## config.mk

```make
export PLATFORM = sky130hd
export DESIGN_NAME = sopc_system_cpu_oci_trace_capture_flat
export DESIGN_NICKNAME = d
export VERILOG_FILES = /design/src/rtl/sopc_system_cpu_oci_trace_capture_if.sv /design/src/rtl/sopc_system_cpu_oci_trace_capture.sv /design/src/flat_wrapper.sv
export SDC_FILE = /design/constraint.sdc
export NUM_CORES = 1
export LEC_CHECK = 0
export CAP_MARGIN = 20
export CORE_ASPECT_RATIO = 0.5
export CORE_MARGIN = 2
export CORE_UTILIZATION = 55
export DETAILED_ROUTE_END_ITERATION = 6
export PLACE_DENSITY = 0.73
export SLEW_MARGIN = 20
export SYNTH_ARGS = -nofsm -noshare
export SYNTH_HDL_FRONTEND = slang
export SYNTH_SLANG_ARGS = --single-unit
```

## constraint.sdc

```tcl
create_clock -name clk -period 6.6 [get_ports clk]
set_input_delay 1.32 -clock clk [delete_from_list [all_inputs] [get_ports clk]]
set_output_delay 1.32 -clock clk [all_outputs]
set_load 0.01 [all_outputs]
```

## src/rtl/sopc_system_cpu_oci_trace_capture_if.sv

```systemverilog
// Valid/ready read port of the OCI trace capture buffer.
// The master side presents {count, buffer} frames and the slave side consumes them.
interface sopc_system_cpu_oci_trace_capture_if #(
  parameter int WIDTH = 34
);
  logic [WIDTH-1:0] rd_data;
  logic             rd_valid;
  logic             rd_ready;

  modport master (
    output rd_data,
    output rd_valid,
    input  rd_ready
  );

  modport slave (
    input  rd_data,
    input  rd_valid,
    output rd_ready
  );
endinterface

```

## src/rtl/sopc_system_cpu_oci_trace_capture.sv

```systemverilog
// Capture buffer for the CPU OCI debug-trace stream: a first-word-fall-through FIFO
// with drop counting and graceful-drain / hard-freeze end-of-test handling.
module sopc_system_cpu_oci_trace_capture #(
  parameter int DATA_W = 30,
  parameter int CNT_W  = 4,
  parameter int DEPTH  = 16,
  parameter int ADDR_W = 4,
  parameter int OVF_W  = 16
) (
  input  logic                clk,
  input  logic                reset_n,
  input  logic [DATA_W-1:0]   dct_buffer,
  input  logic [CNT_W-1:0]    dct_count,
  input  logic                dct_valid,
  input  logic                test_ending,
  input  logic                test_has_ended,
  input  logic                arm,
  sopc_system_cpu_oci_trace_capture_if.master rd,
  output logic [ADDR_W:0]     fill_level,
  output logic [OVF_W-1:0]    overflow_cnt,
  output logic [1:0]          state,
  output logic                done
);

  localparam int FRAME_W = CNT_W + DATA_W;
  localparam logic [ADDR_W:0] DEPTH_L = (ADDR_W + 1)'(DEPTH);

  typedef enum logic [1:0] {
    ST_CAPTURE = 2'd0,
    ST_DRAIN   = 2'd1,
    ST_DONE    = 2'd2
  } state_e;

  state_e              state_q, state_d;
  logic [ADDR_W-1:0]   wr_ptr_q, wr_ptr_d;
  logic [ADDR_W-1:0]   rd_ptr_q, rd_ptr_d;
  logic [ADDR_W:0]     fill_q, fill_d;
  logic [OVF_W-1:0]    ovf_q, ovf_d;
  logic [FRAME_W-1:0]  mem_q [DEPTH];

  logic rd_valid_w;
  logic pop_w;
  logic wr_w;
  logic accept_w;
  logic drop_w;

  // A full FIFO still takes a frame when the head leaves on the same edge.
  assign rd_valid_w = (fill_q != '0) && (state_q != ST_DONE);
  assign pop_w      = rd_valid_w && rd.rd_ready;
  assign wr_w       = (state_q == ST_CAPTURE) && dct_valid && (dct_count != '0);
  assign accept_w   = wr_w && ((fill_q != DEPTH_L) || pop_w);
  assign drop_w     = wr_w && !accept_w;

  always_comb begin
    state_d  = state_q;
    wr_ptr_d = wr_ptr_q;
    rd_ptr_d = rd_ptr_q;
    fill_d   = fill_q;
    ovf_d    = ovf_q;

    if (accept_w) begin
      wr_ptr_d = wr_ptr_q + 1'b1;
    end
    if (pop_w) begin
      rd_ptr_d = rd_ptr_q + 1'b1;
    end

    unique case ({accept_w, pop_w})
      2'b10:   fill_d = fill_q + 1'b1;
      2'b01:   fill_d = fill_q - 1'b1;
      default: fill_d = fill_q;
    endcase

    if (drop_w && (ovf_q != '1)) begin
      ovf_d = ovf_q + 1'b1;
    end

    case (state_q)
      ST_CAPTURE: begin
        if (test_has_ended) begin
          state_d = ST_DONE;
        end else if (test_ending) begin
          state_d = ST_DRAIN;
        end
      end
      ST_DRAIN: begin
        if (test_has_ended || (fill_q == '0) ||
            ((fill_q == (ADDR_W + 1)'(1)) && pop_w)) begin
          state_d = ST_DONE;
        end
      end
      ST_DONE: begin
        // Re-arming starts a fresh capture session with nothing carried over.
        if (arm) begin
          state_d  = ST_CAPTURE;
          wr_ptr_d = '0;
          rd_ptr_d = '0;
          fill_d   = '0;
          ovf_d    = '0;
        end
      end
      default: begin
        state_d = ST_CAPTURE;
      end
    endcase
  end

  always_ff @(posedge clk or negedge reset_n) begin
    if (!reset_n) begin
      state_q  <= ST_CAPTURE;
      wr_ptr_q <= '0;
      rd_ptr_q <= '0;
      fill_q   <= '0;
      ovf_q    <= '0;
    end else begin
      state_q  <= state_d;
      wr_ptr_q <= wr_ptr_d;
      rd_ptr_q <= rd_ptr_d;
      fill_q   <= fill_d;
      ovf_q    <= ovf_d;
    end
  end

  always_ff @(posedge clk) begin
    if (accept_w) begin
      mem_q[wr_ptr_q] <= {dct_count, dct_buffer};
    end
  end

  // Storage is never reset, so the head is masked to zero whenever it is not valid.
  assign rd.rd_valid  = rd_valid_w;
  assign rd.rd_data   = rd_valid_w ? mem_q[rd_ptr_q] : '0;

  assign fill_level   = fill_q;
  assign overflow_cnt = ovf_q;
  assign state        = state_q;
  assign done         = (state_q == ST_DONE);

endmodule
```

## src/flat_wrapper.sv

```systemverilog
// flat-port wrapper written by rule: the top's interface ports become plain ports
module sopc_system_cpu_oci_trace_capture_flat 
#(
  parameter int DATA_W = 30,
  parameter int CNT_W  = 4,
  parameter int DEPTH  = 16,
  parameter int ADDR_W = 4,
  parameter int OVF_W  = 16
)
  (clk, reset_n, dct_buffer, dct_count, dct_valid, test_ending, test_has_ended, arm, fill_level, overflow_cnt, state, done, rd_rd_data, rd_rd_valid, rd_rd_ready);
  sopc_system_cpu_oci_trace_capture_if rd_i ();
  input  logic clk;
  input  logic reset_n;
  input  logic [DATA_W-1:0] dct_buffer;
  input  logic [CNT_W-1:0] dct_count;
  input  logic dct_valid;
  input  logic test_ending;
  input  logic test_has_ended;
  input  logic arm;
  output logic [ADDR_W:0] fill_level;
  output logic [OVF_W-1:0] overflow_cnt;
  output logic [1:0] state;
  output logic done;
  output wire logic [$bits(rd_i.rd_data)-1:0] rd_rd_data;
  output wire logic [$bits(rd_i.rd_valid)-1:0] rd_rd_valid;
  input wire logic [$bits(rd_i.rd_ready)-1:0] rd_rd_ready;
  assign rd_rd_data = rd_i.rd_data;
  assign rd_rd_valid = rd_i.rd_valid;
  assign rd_i.rd_ready = rd_rd_ready;
  sopc_system_cpu_oci_trace_capture #(.DATA_W(DATA_W), .CNT_W(CNT_W), .DEPTH(DEPTH), .ADDR_W(ADDR_W), .OVF_W(OVF_W)) u_core (.clk(clk), .reset_n(reset_n), .dct_buffer(dct_buffer), .dct_count(dct_count), .dct_valid(dct_valid), .test_ending(test_ending), .test_has_ended(test_has_ended), .arm(arm), .rd(rd_i), .fill_level(fill_level), .overflow_cnt(overflow_cnt), .state(state), .done(done));
endmodule
```

==> impl_report.txt <==
==== FLOW RESULTS ====
----------------------------------------------------
[Global routing]
  Antenna violations before repair ........................ 0
  Global-route wire length before repair ........................ 69100 um
  Vias in the first global route ........................ 11500

[Synth]
  Count of state elements after synthesis ........................ 575
  Area fraction of the dominant cell type after synthesis ........................ 72.5%
  Cell total in the yosys stat output ........................ 1057
  Yosys-reported design area after synthesis ........................ 22500 um^2
  Post-Syn Area per Cell ........................ 21.3 um^2
  Most common cell in the synthesized netlist ........................ edfxtp_1
  Syn_nets ........................ 1110
  Share of async-settable or async-resettable flops after synthesis ........................ 5.39%

[Flow run]
  Maximum capacitance violations ........................ 0
  Tool Warnings ........................ 33

[Layout]
  Antenna diode count ........................ 0
  Total non-filler cell area in the finished layout ........................ 25900 um^2
  Area growth from synthesis to layout ........................ 14.9%

[Pwr]
  Flop pwr share ........................ 45.6%
  Power per cell area ........................ 369 nW/um^2
  Switch share ........................ 26.9%
  IR drop worst, VDD ........................ 0.210 mV
  Leakage dissipation ........................ 7.96 nW
  Net switching power figure ........................ 2.57 mW

[Clocking]
  Clock tree from TritonCTS ........................ built
  TritonCTS sink count ........................ 575
  Total of cells resized after clock tree synthesis ........................ 0
  Root buffer selected by CTS ........................ clkbuf_16
  Insertion delay of the later-clocked pin in the worst-skew pair ........................ 0.59 ns

[Critical path]
  Worst endpoint data arrival time ........................ 3.59 ns
  Worst setup path startpoint ........................ u_core.fill_level[0]

[Floorplan]
  Number of top-level pins ........................ 100
  Effective utilization at floorplan ........................ 55.8%
  Placement Rows ........................ 52
  Die W ........................ 290 um

[Detailed routing]
  DRC Markers ........................ 0
  Post-detailed-route via-to-cell ratio ........................ 6.16
  DRC violation total after the first TritonRoute iteration ........................ 1013

[STA]
  Fin Setup TNS ........................ 0 ns
  Setup repair after global routing missed its margin ........................ no
  Peak Freq ........................ 0.204 GHz
  Worst max-slew margin expressed relative to the limit ........................ 27.8%
  Worst-case setup margin in the final layout ........................ 1.69 ns
  Pin slew with the least headroom to its limit ........................ 1.08 ns
  Post-route fraction of the period consumed by the critical path ........................ 74.4%
  Max Slew Vio Count ........................ 0

[Status]
  Run status ........................ finished, final reports clean

[Place]
  Number of placed instances, taps included ........................ 1660
  Placement-stage cell area ........................ 24200 um^2

----------------------------------------------------
-- path summary, 6_finish.rpt --
| kind | endpoint | slack (ns) | cells past startpoint |
|---|---|---|---|
| hold reg to reg | u_core.rd_ptr_q[3] | 0.52 | 1 |
| setup reg to reg | u_core.mem_q[8][18] | 3.39 | 7 |
| hold / removal | u_core.rd_ptr_q[3] | 0.52 | 1 |
| max in group asynchronous | u_core.rd_ptr_q[0] | 5.14 | 2 |
| min in group asynchronous | u_core.overflow_cnt[0] | 1.14 | 2 |
| setup / recovery | rd_rd_data[17] | 1.69 | 6 |
-- stage by stage --
stage,hold slack [ns],power (mW)
floorplan,0.466,5.88
global placement,0.494,6.64
detailed placement,0.509,6.70
CTS,0.519,9.63
global route,0.559,9.93
finish,0.524,9.57
-- layout by cell type, fill, tap and decap left out, types with 6 or more instances in the layout --
| cell type | Yosys | layout |
|---|---|---|
| a21oi_1 | 11 | 11 |
| and2_4 | 0 | 6 |
| buf_12 | 0 | 6 |
| buf_4 | 12 | 18 |
| bufinv_16 | 0 | 7 |
| clkbuf_1 | 21 | 13 |
| clkbuf_16 | 0 | 50 |
| clkdlybuf4s50_1 | 0 | 99 |
| clkinv_1 | 0 | 12 |
| dfrtp_1 | 31 | 28 |
| edfxtp_1 | 544 | 544 |
| ha_1 | 12 | 12 |
| inv_1 | 14 | 14 |
| mux2i_1 | 72 | 72 |
| mux4_2 | 136 | 136 |
| nand2_1 | 16 | 16 |
| nand3_1 | 15 | 15 |
| nand4_1 | 6 | 6 |
| nor2_1 | 27 | 23 |
| nor3_1 | 6 | 6 |
| nor4_1 | 11 | 7 |
| o22ai_1 | 36 | 36 |
| xnor2_1 | 12 | 12 |
-- power groups by stage --
stage / registers, mW / logic, mW / clock network (mW)
2_1_floorplan: 4.31 / 1.57 / 0
4_1_cts: 4.37 / 2.27 / 2.99
3_5_place_dp: 4.45 / 2.25 / 0
6_report: 4.36 / 2.25 / 2.95
3_3_place_gp: 4.43 / 2.21 / 0
5_1_grt: 4.39 / 2.40 / 3.14
-- flip-flops by register name, indices dropped and copies added, names as in the netlist --
signal and flops:
u_core.fill_level 5, u_core.mem_q 544, u_core.overflow_cnt 16, u_core.rd_ptr_q 4
u_core.state 2, u_core.wr_ptr_q 4
-- layout make-up --
cell class                 count  area (um^2)
timing repair buffer         123         1250
inverter                      15         56.3
multi-input combinational    411         5160
fill                        2583        14500
clock inverter                28          335
clock buffer                  63         1300
sequential                   575        17100
tap                          540          676
-- cells by family after synthesis --
group,count (synthesis),share of synthesized area [%]
flops,575,76.0
fa+ha+maj,12,0.666
xor+xnor,15,0.583
compound gates,62,1.71
simple gates,114,2.81
buf+inv,71,1.48
mux,208,16.8
-- critical path, stage by stage (launching register included) --
cell,delay [ns]
dfrtp_1,0.47
inv_1,0.10
ha_1,0.24
a21oi_1,0.42
nand2b_2,0.69
o22ai_1,0.47
clkdlybuf4s50_1,0.61
-- metal layers --
layer  share of wire, %  vias to the layer above  global-route usage (%)
met5                  0                        -                       0
met1                 43                     5731                    30.9
met4                2.1                        0                    6.02
met3                5.5                       66                    3.56
li1                   -                     4633                       -
met2                 49                      389                    35.1
Fig. 1: M4 wires
Scale bar: 100 um.
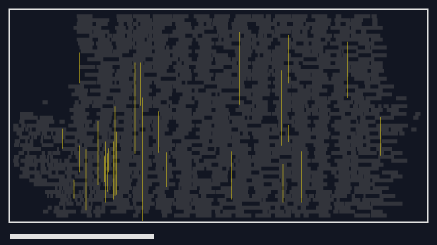
longest straight run	85.7 um
nets with wire on the layer	17
main direction	vertical
count of vias placed by the detailed router: 10800
Post-Route WL: 45100 um

Fig. 2: congestion heat map
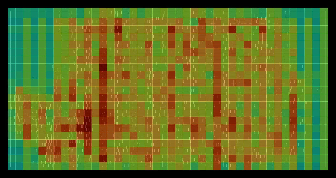
global-route usage over all layers: 21.6%
met2 Track Usage GR: 35.1%
met1 track demand over resource in global routing: 30.9%
core utilization of the finished layout: 64.1%
GR Layer Usage met3: 3.56%

No activity file was given, so power comes from the tool's default toggle rates.
